Fig. 1: run 1, met1 routing
Bar = 50 um. Supply wires on this layer in grey. Cells faint in the background.
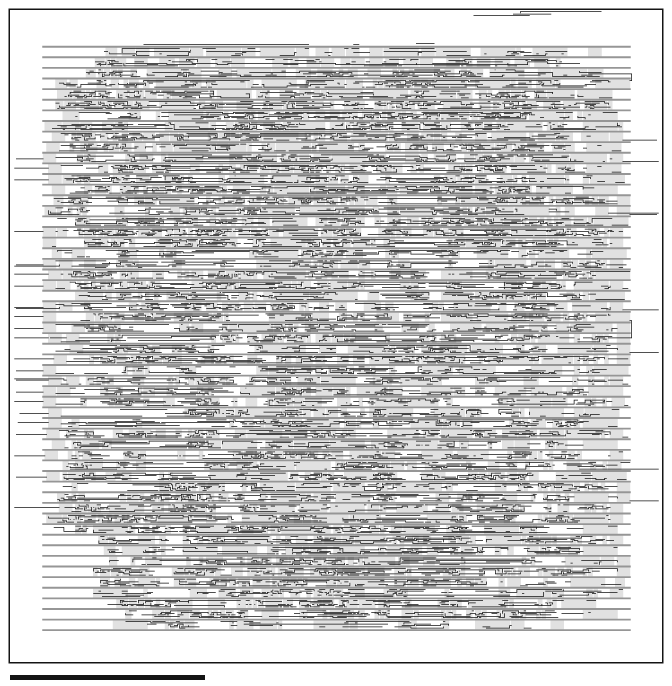
Fig. 2: run 1, sequential cells coloured by netlist name
Bar = 50 um. Other sequential cells in the stronger grey, the rest of the logic in the fainter grey.
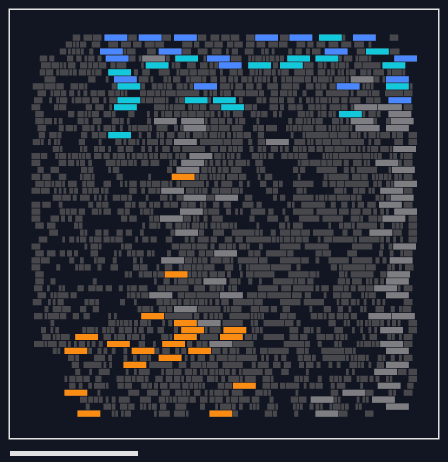
Fig. 3: run 1, routed metal, one colour a layer
Only two layers are drawn.
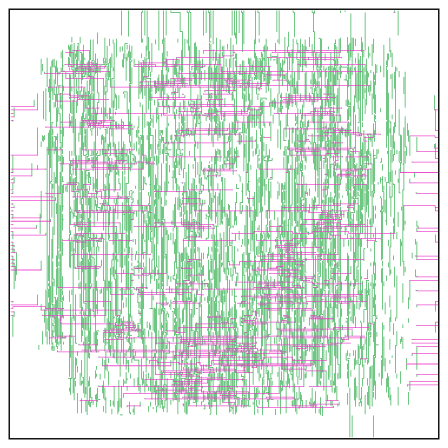
--- src/rtl/cordic_pkg.sv ---
// Shared definitions for the iterative CORDIC engine: mode encodings,
// controller states and the parameter-independent arctangent table.
package cordic_pkg;

  localparam logic ROT = 1'b0;
  localparam logic VEC = 1'b1;

  // Fractional bits at which the arctangent table is stored.
  localparam int ATAN_FRAC = 24;

  typedef enum logic [1:0] {
    IDLE = 2'd0,
    RUN  = 2'd1,
    DONE = 2'd2
  } state_t;

  // atan(2^-i) in degrees with 24 fractional bits, i = 0..15.
  function automatic logic [31:0] atanDeg24(input logic [3:0] idx);
    logic [31:0] val;
    case (idx)
      4'd0:    val = 32'd754974720;
      4'd1:    val = 32'd445687602;
      4'd2:    val = 32'd235489088;
      4'd3:    val = 32'd119537938;
      4'd4:    val = 32'd60000934;
      4'd5:    val = 32'd30029717;
      4'd6:    val = 32'd15018523;
      4'd7:    val = 32'd7509720;
      4'd8:    val = 32'd3754917;
      4'd9:    val = 32'd1877466;
      4'd10:   val = 32'd938734;
      4'd11:   val = 32'd469367;
      4'd12:   val = 32'd234684;
      4'd13:   val = 32'd117342;
      4'd14:   val = 32'd58671;
      default: val = 32'd29336;
    endcase
    return val;
  endfunction

  // A quarter turn expressed with the given number of fractional bits.
  function automatic int deg90(input int frac);
    return 90 << frac;
  endfunction

endpackage

--- src/rtl/cordic_atan_rom.sv ---
// Combinational arctangent lookup: returns atan(2^-count) in degrees,
// rescaled from the 24-bit table precision to the angle datapath format.
module cordic_atan_rom
  import cordic_pkg::*;
#(
  parameter int ANGLE_W    = 18,
  parameter int ANGLE_FRAC = 8,
  parameter int CNT_W      = 4
) (
  input  logic [CNT_W-1:0]  count_i,
  output logic [ANGLE_W:0]  atan_o
);

  localparam int ZW    = ANGLE_W + 1;
  localparam int SHIFT = ATAN_FRAC - ANGLE_FRAC;

  logic [3:0] idx;

  // Table lookup with truncation down to the datapath fraction width.
  always_comb begin
    idx    = 4'(count_i);
    atan_o = ZW'(atanDeg24(idx) >> SHIFT);
  end

endmodule

--- src/rtl/cordic_iter.sv ---
// Iterative circular CORDIC engine, one micro-rotation per clock.
// Rotation mode drives the angle to zero, vectoring mode drives y to zero.
// Inputs are quadrant pre-rotated so the full +/-180 degree range converges;
// outputs carry the uncompensated CORDIC gain and are saturated.
module cordic_iter
  import cordic_pkg::*;
#(
  parameter int WIDTH      = 16,
  parameter int ANGLE_W    = 18,
  parameter int ANGLE_FRAC = 8,
  parameter int ITER       = 12,
  parameter int GUARD      = 2
) (
  input  logic               clk,
  input  logic               rst_n,
  input  logic               start,
  input  logic               mode,
  input  logic [WIDTH-1:0]   x_in,
  input  logic [WIDTH-1:0]   y_in,
  input  logic [ANGLE_W-1:0] z_in,
  output logic               busy,
  output logic               done,
  output logic [WIDTH-1:0]   x_out,
  output logic [WIDTH-1:0]   y_out,
  output logic [ANGLE_W-1:0] z_out
);

  localparam int XW = WIDTH + 2 * GUARD;
  localparam int ZW = ANGLE_W + 1;
  localparam int CW = $clog2(ITER);

  localparam logic [CW-1:0]        LAST    = CW'(ITER - 1);
  localparam logic signed [ZW-1:0] QUARTER = ZW'(deg90(ANGLE_FRAC));
  localparam logic signed [XW-1:0] SAT_MAX = XW'((1 << (WIDTH - 1)) - 1);
  localparam logic signed [XW-1:0] SAT_MIN = ~SAT_MAX;

  state_t                state_q, state_d;
  logic                  mode_q, mode_d;
  logic signed [XW-1:0]  x_q, x_d, y_q, y_d;
  logic signed [ZW-1:0]  z_q, z_d;
  logic [CW-1:0]         count_q, count_d;
  logic [WIDTH-1:0]      xo_q, xo_d, yo_q, yo_d;
  logic [ANGLE_W-1:0]    zo_q, zo_d;
  logic                  done_q, done_d;

  logic signed [XW-1:0]  xIn, yIn, xShift, yShift;
  logic signed [ZW-1:0]  zIn, atanI;
  logic                  dirPos;

  // Drop the guard LSBs, then clamp into the output range.
  function automatic logic [WIDTH-1:0] saturate(input logic signed [XW-1:0] v);
    logic signed [XW-1:0] t;
    t = v >>> GUARD;
    if (t > SAT_MAX)      return SAT_MAX[WIDTH-1:0];
    else if (t < SAT_MIN) return SAT_MIN[WIDTH-1:0];
    else                  return t[WIDTH-1:0];
  endfunction

  // Inputs widened with headroom above and fractional guard bits below.
  assign xIn = XW'($signed(x_in)) <<< GUARD;
  assign yIn = XW'($signed(y_in)) <<< GUARD;
  assign zIn = ZW'($signed(z_in));

  assign xShift = x_q >>> count_q;
  assign yShift = y_q >>> count_q;
  assign dirPos = (mode_q == VEC) ? y_q[XW-1] : ~z_q[ZW-1];

  cordic_atan_rom #(
    .ANGLE_W    (ANGLE_W),
    .ANGLE_FRAC (ANGLE_FRAC),
    .CNT_W      (CW)
  ) uAtanRom (
    .count_i (count_q),
    .atan_o  (atanI)
  );

  // Controller and datapath next-state: latch/pre-rotate, iterate, publish.
  always_comb begin
    state_d = state_q;
    mode_d  = mode_q;
    x_d     = x_q;
    y_d     = y_q;
    z_d     = z_q;
    count_d = count_q;
    xo_d    = xo_q;
    yo_d    = yo_q;
    zo_d    = zo_q;
    done_d  = 1'b0;
    case (state_q)
      IDLE: begin
        if (start) begin
          state_d = RUN;
          mode_d  = mode;
          count_d = '0;
          x_d     = xIn;
          y_d     = yIn;
          z_d     = zIn;
          if (mode == ROT) begin
            if (zIn > QUARTER) begin
              x_d = -yIn;
              y_d = xIn;
              z_d = zIn - QUARTER;
            end else if (zIn < -QUARTER) begin
              x_d = yIn;
              y_d = -xIn;
              z_d = zIn + QUARTER;
            end
          end else if (xIn[XW-1]) begin
            if (!yIn[XW-1]) begin
              x_d = yIn;
              y_d = -xIn;
              z_d = zIn + QUARTER;
            end else begin
              x_d = -yIn;
              y_d = xIn;
              z_d = zIn - QUARTER;
            end
          end
        end
      end
      RUN: begin
        if (dirPos) begin
          x_d = x_q - yShift;
          y_d = y_q + xShift;
          z_d = z_q - atanI;
        end else begin
          x_d = x_q + yShift;
          y_d = y_q - xShift;
          z_d = z_q + atanI;
        end
        count_d = count_q + CW'(1);
        if (count_q == LAST) state_d = DONE;
      end
      DONE: begin
        xo_d    = saturate(x_q);
        yo_d    = saturate(y_q);
        zo_d    = z_q[ANGLE_W-1:0];
        done_d  = 1'b1;
        state_d = IDLE;
      end
      default: state_d = IDLE;
    endcase
  end

  // State registers; reset aborts any operation and clears the outputs.
  always_ff @(posedge clk or negedge rst_n) begin
    if (!rst_n) begin
      state_q <= IDLE;
      mode_q  <= ROT;
      x_q     <= '0;
      y_q     <= '0;
      z_q     <= '0;
      count_q <= '0;
      xo_q    <= '0;
      yo_q    <= '0;
      zo_q    <= '0;
      done_q  <= 1'b0;
    end else begin
      state_q <= state_d;
      mode_q  <= mode_d;
      x_q     <= x_d;
      y_q     <= y_d;
      z_q     <= z_d;
      count_q <= count_d;
      xo_q    <= xo_d;
      yo_q    <= yo_d;
      zo_q    <= zo_d;
      done_q  <= done_d;
    end
  end

  assign busy  = (state_q != IDLE);
  assign done  = done_q;
  assign x_out = xo_q;
  assign y_out = yo_q;
  assign z_out = zo_q;

endmodule

--- config.mk ---
export PLATFORM = sky130hd
export DESIGN_NAME = cordic_iter
export DESIGN_NICKNAME = d
export VERILOG_FILES = /design/src/rtl/cordic_pkg.sv /design/src/rtl/cordic_atan_rom.sv /design/src/rtl/cordic_iter.sv
export SDC_FILE = /design/constraint.sdc
export NUM_CORES = 1
export LEC_CHECK = 0
export CAP_MARGIN = 30
export CORE_MARGIN = 8
export CORE_UTILIZATION = 60
export CTS_BUF_LIST = sky130_fd_sc_hd__clkbuf_8 sky130_fd_sc_hd__clkbuf_16
export DETAILED_ROUTE_END_ITERATION = 6
export PLACE_DENSITY = 0.9
export SLEW_MARGIN = 5
export SYNTH_ARGS = -nofsm -noshare
export SYNTH_HDL_FRONTEND = slang
export SYNTH_SLANG_ARGS = --single-unit
--- constraint.sdc ---
create_clock -name clk -period 14.4 [get_ports clk]
set_input_delay 2.88 -clock clk [delete_from_list [all_inputs] [get_ports clk]]
set_output_delay 2.88 -clock clk [all_outputs]
set_load 0.01 [all_outputs]
==> reports/summary.log, run 1 <==
[sta] number of slew-limit violations in the final report 0
[outcome] run status finished, final reports clean
[drt] WL final 46.6 mm
[cts] buffers inserted during post-CTS setup optimization 0
[yosys] cell type contributing the most total cell area after synthesis sky130_fd_sc_hd__dfrtp_1
[cts] clock tree from TritonCTS done
[critical_path] crit-path leading delay family AND-OR/OR-AND gates
[floorplanning] number of top-level design ports 106
[yosys] combined area of all synthesized cells 13700 um^2
[drt] remaining design rule violation count 0
[sta] portion of the clock cycle consumed by the worst path in the final layout 42.8%
[cts] clock latency on the worst-skew pair 0.44 ns
[finish] Leading cell kind combinational gates
[floorplanning] Die Area 27900 um^2
[sta] Final Critical Period 6.17 ns
[finish] Multi-Input Combinational 1426
[placement] placed instance area 14700 um^2
[placement] Post-Place Cells 2010
[finish] registers with the most flip-flops x_q: 20 flops, y_q: 20 flops, z_q: 19 flops
About Fig. 1:
nets with wire on the layer: 1744
longest straight run: 56.6 um
main direction: horizontal
wire length on this layer: 18800 um

About Fig. 2:
| netlist name | colour | sequential cells |
|---|---|---|
| y_q | orange | 20 |
| z_out | blue | 18 |
| z_q | cyan | 19 |

About Fig. 3:
| layer | colour | wire length |
|---|---|---|
| metal 2 | green | 20.4 mm |
| metal 3 | magenta | 5400 um |

## run 1: metal layers
layer	wire length (um)	up-vias	track usage (%)	part of all wire [%]
met5	0	-	0	0
met4	1930	0	14.5	4.1
met3	5400	128	8.16	12
met2	20400	877	50.4	44
met1	18800	6641	43.1	40
li1	-	6459	-	-
## run 1: logic make-up (layout without fill, tap and decap cells)
logic type	count (synthesis)	in the layout	synth area share, %
AND-OR/OR-AND	587	587	28.6
XOR/XNOR	110	110	7.13
adder cells (fa/ha/maj)	80	80	7.46
buffers and inverters	194	215	5.80
flip-flops	117	117	21.4
multiplexers	103	103	11.9
AND/OR/NAND/NOR	546	546	17.8
==> run 2: changes to the inputs <==
--- a/config.mk
+++ b/config.mk
@@ -7,10 +7,10 @@
 export LEC_CHECK = 0
 export CAP_MARGIN = 30
 export CORE_MARGIN = 8
-export CORE_UTILIZATION = 60
+export CORE_UTILIZATION = 55
 export CTS_BUF_LIST = sky130_fd_sc_hd__clkbuf_8 sky130_fd_sc_hd__clkbuf_16
 export DETAILED_ROUTE_END_ITERATION = 6
-export PLACE_DENSITY = 0.9
+export PLACE_DENSITY = 0.87
 export SLEW_MARGIN = 5
 export SYNTH_ARGS = -nofsm -noshare
 export SYNTH_HDL_FRONTEND = slang
==> constraint.sdc (replaced) <==
create_clock -name clk -period 5.2 [get_ports clk]
set_input_delay 1.04 -clock clk [delete_from_list [all_inputs] [get_ports clk]]
set_output_delay 1.04 -clock clk [all_outputs]
set_load 0.01 [all_outputs]
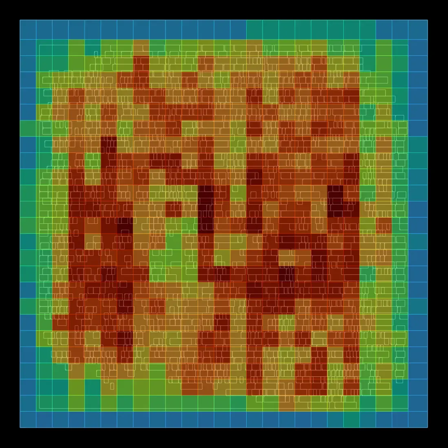
Fig. 4. Routing congestion map (run 2).
global-route met2 utilization: 47.8%
fraction of met3 tracks used by global routing: 6.65%
average routed wire per standard cell: 22.9 um

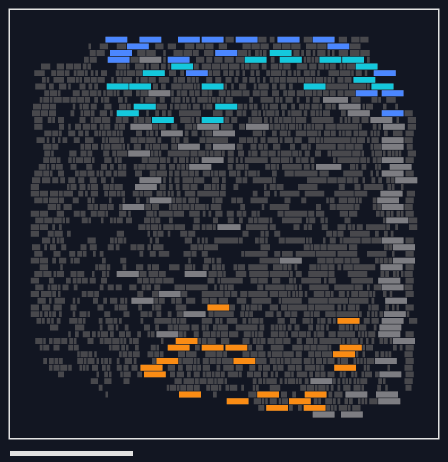
Fig. 5. Sequential cells coloured by netlist name (run 2).
Bar = 50 um. Other sequential cells in the stronger grey, the rest of the logic in the fainter grey.
| netlist name | colour | sequential cells |
|---|---|---|
| z_q | cyan | 19 |
| y_q | orange | 20 |
| z_out | blue | 18 |
not coloured: 60

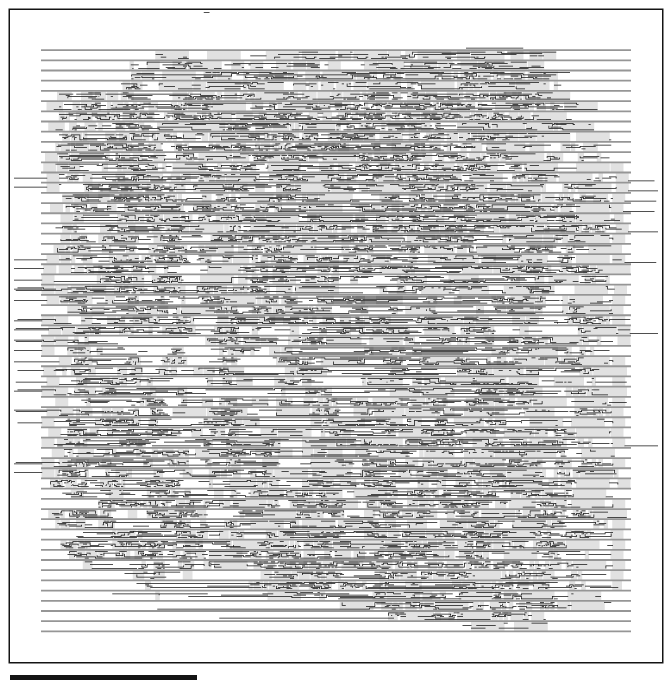
Fig. 6. Met1 routing (run 2).
Bar = 50 um. Supply wires on this layer in grey. Cells faint in the background.
main direction: horizontal
longest straight run: 56.6 um
nets with wire on the layer: 1786
share of all routed wire: 40%
wire length on this layer: 19500 um

==> run 2 against run 1 <==
Effect of this change: cell count increased by 5.0%; worst hold slack got worse by 0.00055 ns; routed wire length increased by 5.5%; register-to-register slack got worse by 8.1 ns; synthesized cell count unchanged; critical path depth increased by 7; count of clock-buffer cells in the layout unchanged.
==> reports/summary.log, run 2 <==
[placement] Post-Place Cells 2109
[cts] clock tree from TritonCTS done
[grt] met1 Usage GRT 41.6%
[outcome] run status finished, final reports clean
[drt] amount of wire on met3 after detailed routing 5.69 mm
[finish] registers with the most flip-flops x_q: 20 flops, y_q: 20 flops, z_q: 19 flops
[yosys] adder and majority cell fraction of the synthesized area 7.46%
[grt] busiest grt layer met2
[yosys] Synth Area in Simple Gates 17.8%
[yosys] share of synthesized cell area in and-or and or-and compound cells 28.6%
[sta] number of slew-limit violations in the final report 0
[yosys] cell type contributing the most total cell area after synthesis sky130_fd_sc_hd__dfrtp_1
[floorplanning] number of top-level design ports 106
[finish] Leading cell kind combinational gates
[yosys] XOR/XNOR Fraction of Synth Area 7.13%
[placement] placed instance area 15300 um^2
[sta] Final Critical Period 4.92 ns
[critical_path] crit-path leading delay family AND-OR/OR-AND gates
[yosys] combined area of all synthesized cells 13700 um^2
[cts] buffers inserted during post-CTS setup optimization 0
[yosys] Dominant comb cell AND-OR/OR-AND gates
[cts] clock latency on the worst-skew pair 0.44 ns
[run 2: cell counts after synthesis]
No cell type changed its count.
[run 2: how the worst max path moves through the flow]
stage	start	to	slack, ns	cells past startpoint
2_1_floorplan	count_q[1]	x_q[19]	0.54	20
3_3_place_gp	count_q[0]	x_q[19]	0.21	17
3_5_place_dp	count_q[0]	x_q[19]	0.11	17
4_1_cts	count_q[0]	x_q[19]	0.05	17
5_1_grt	count_q[0]	y_q[17]	0.008	18
6_report	count_q[0]	y_q[18]	0.28	17
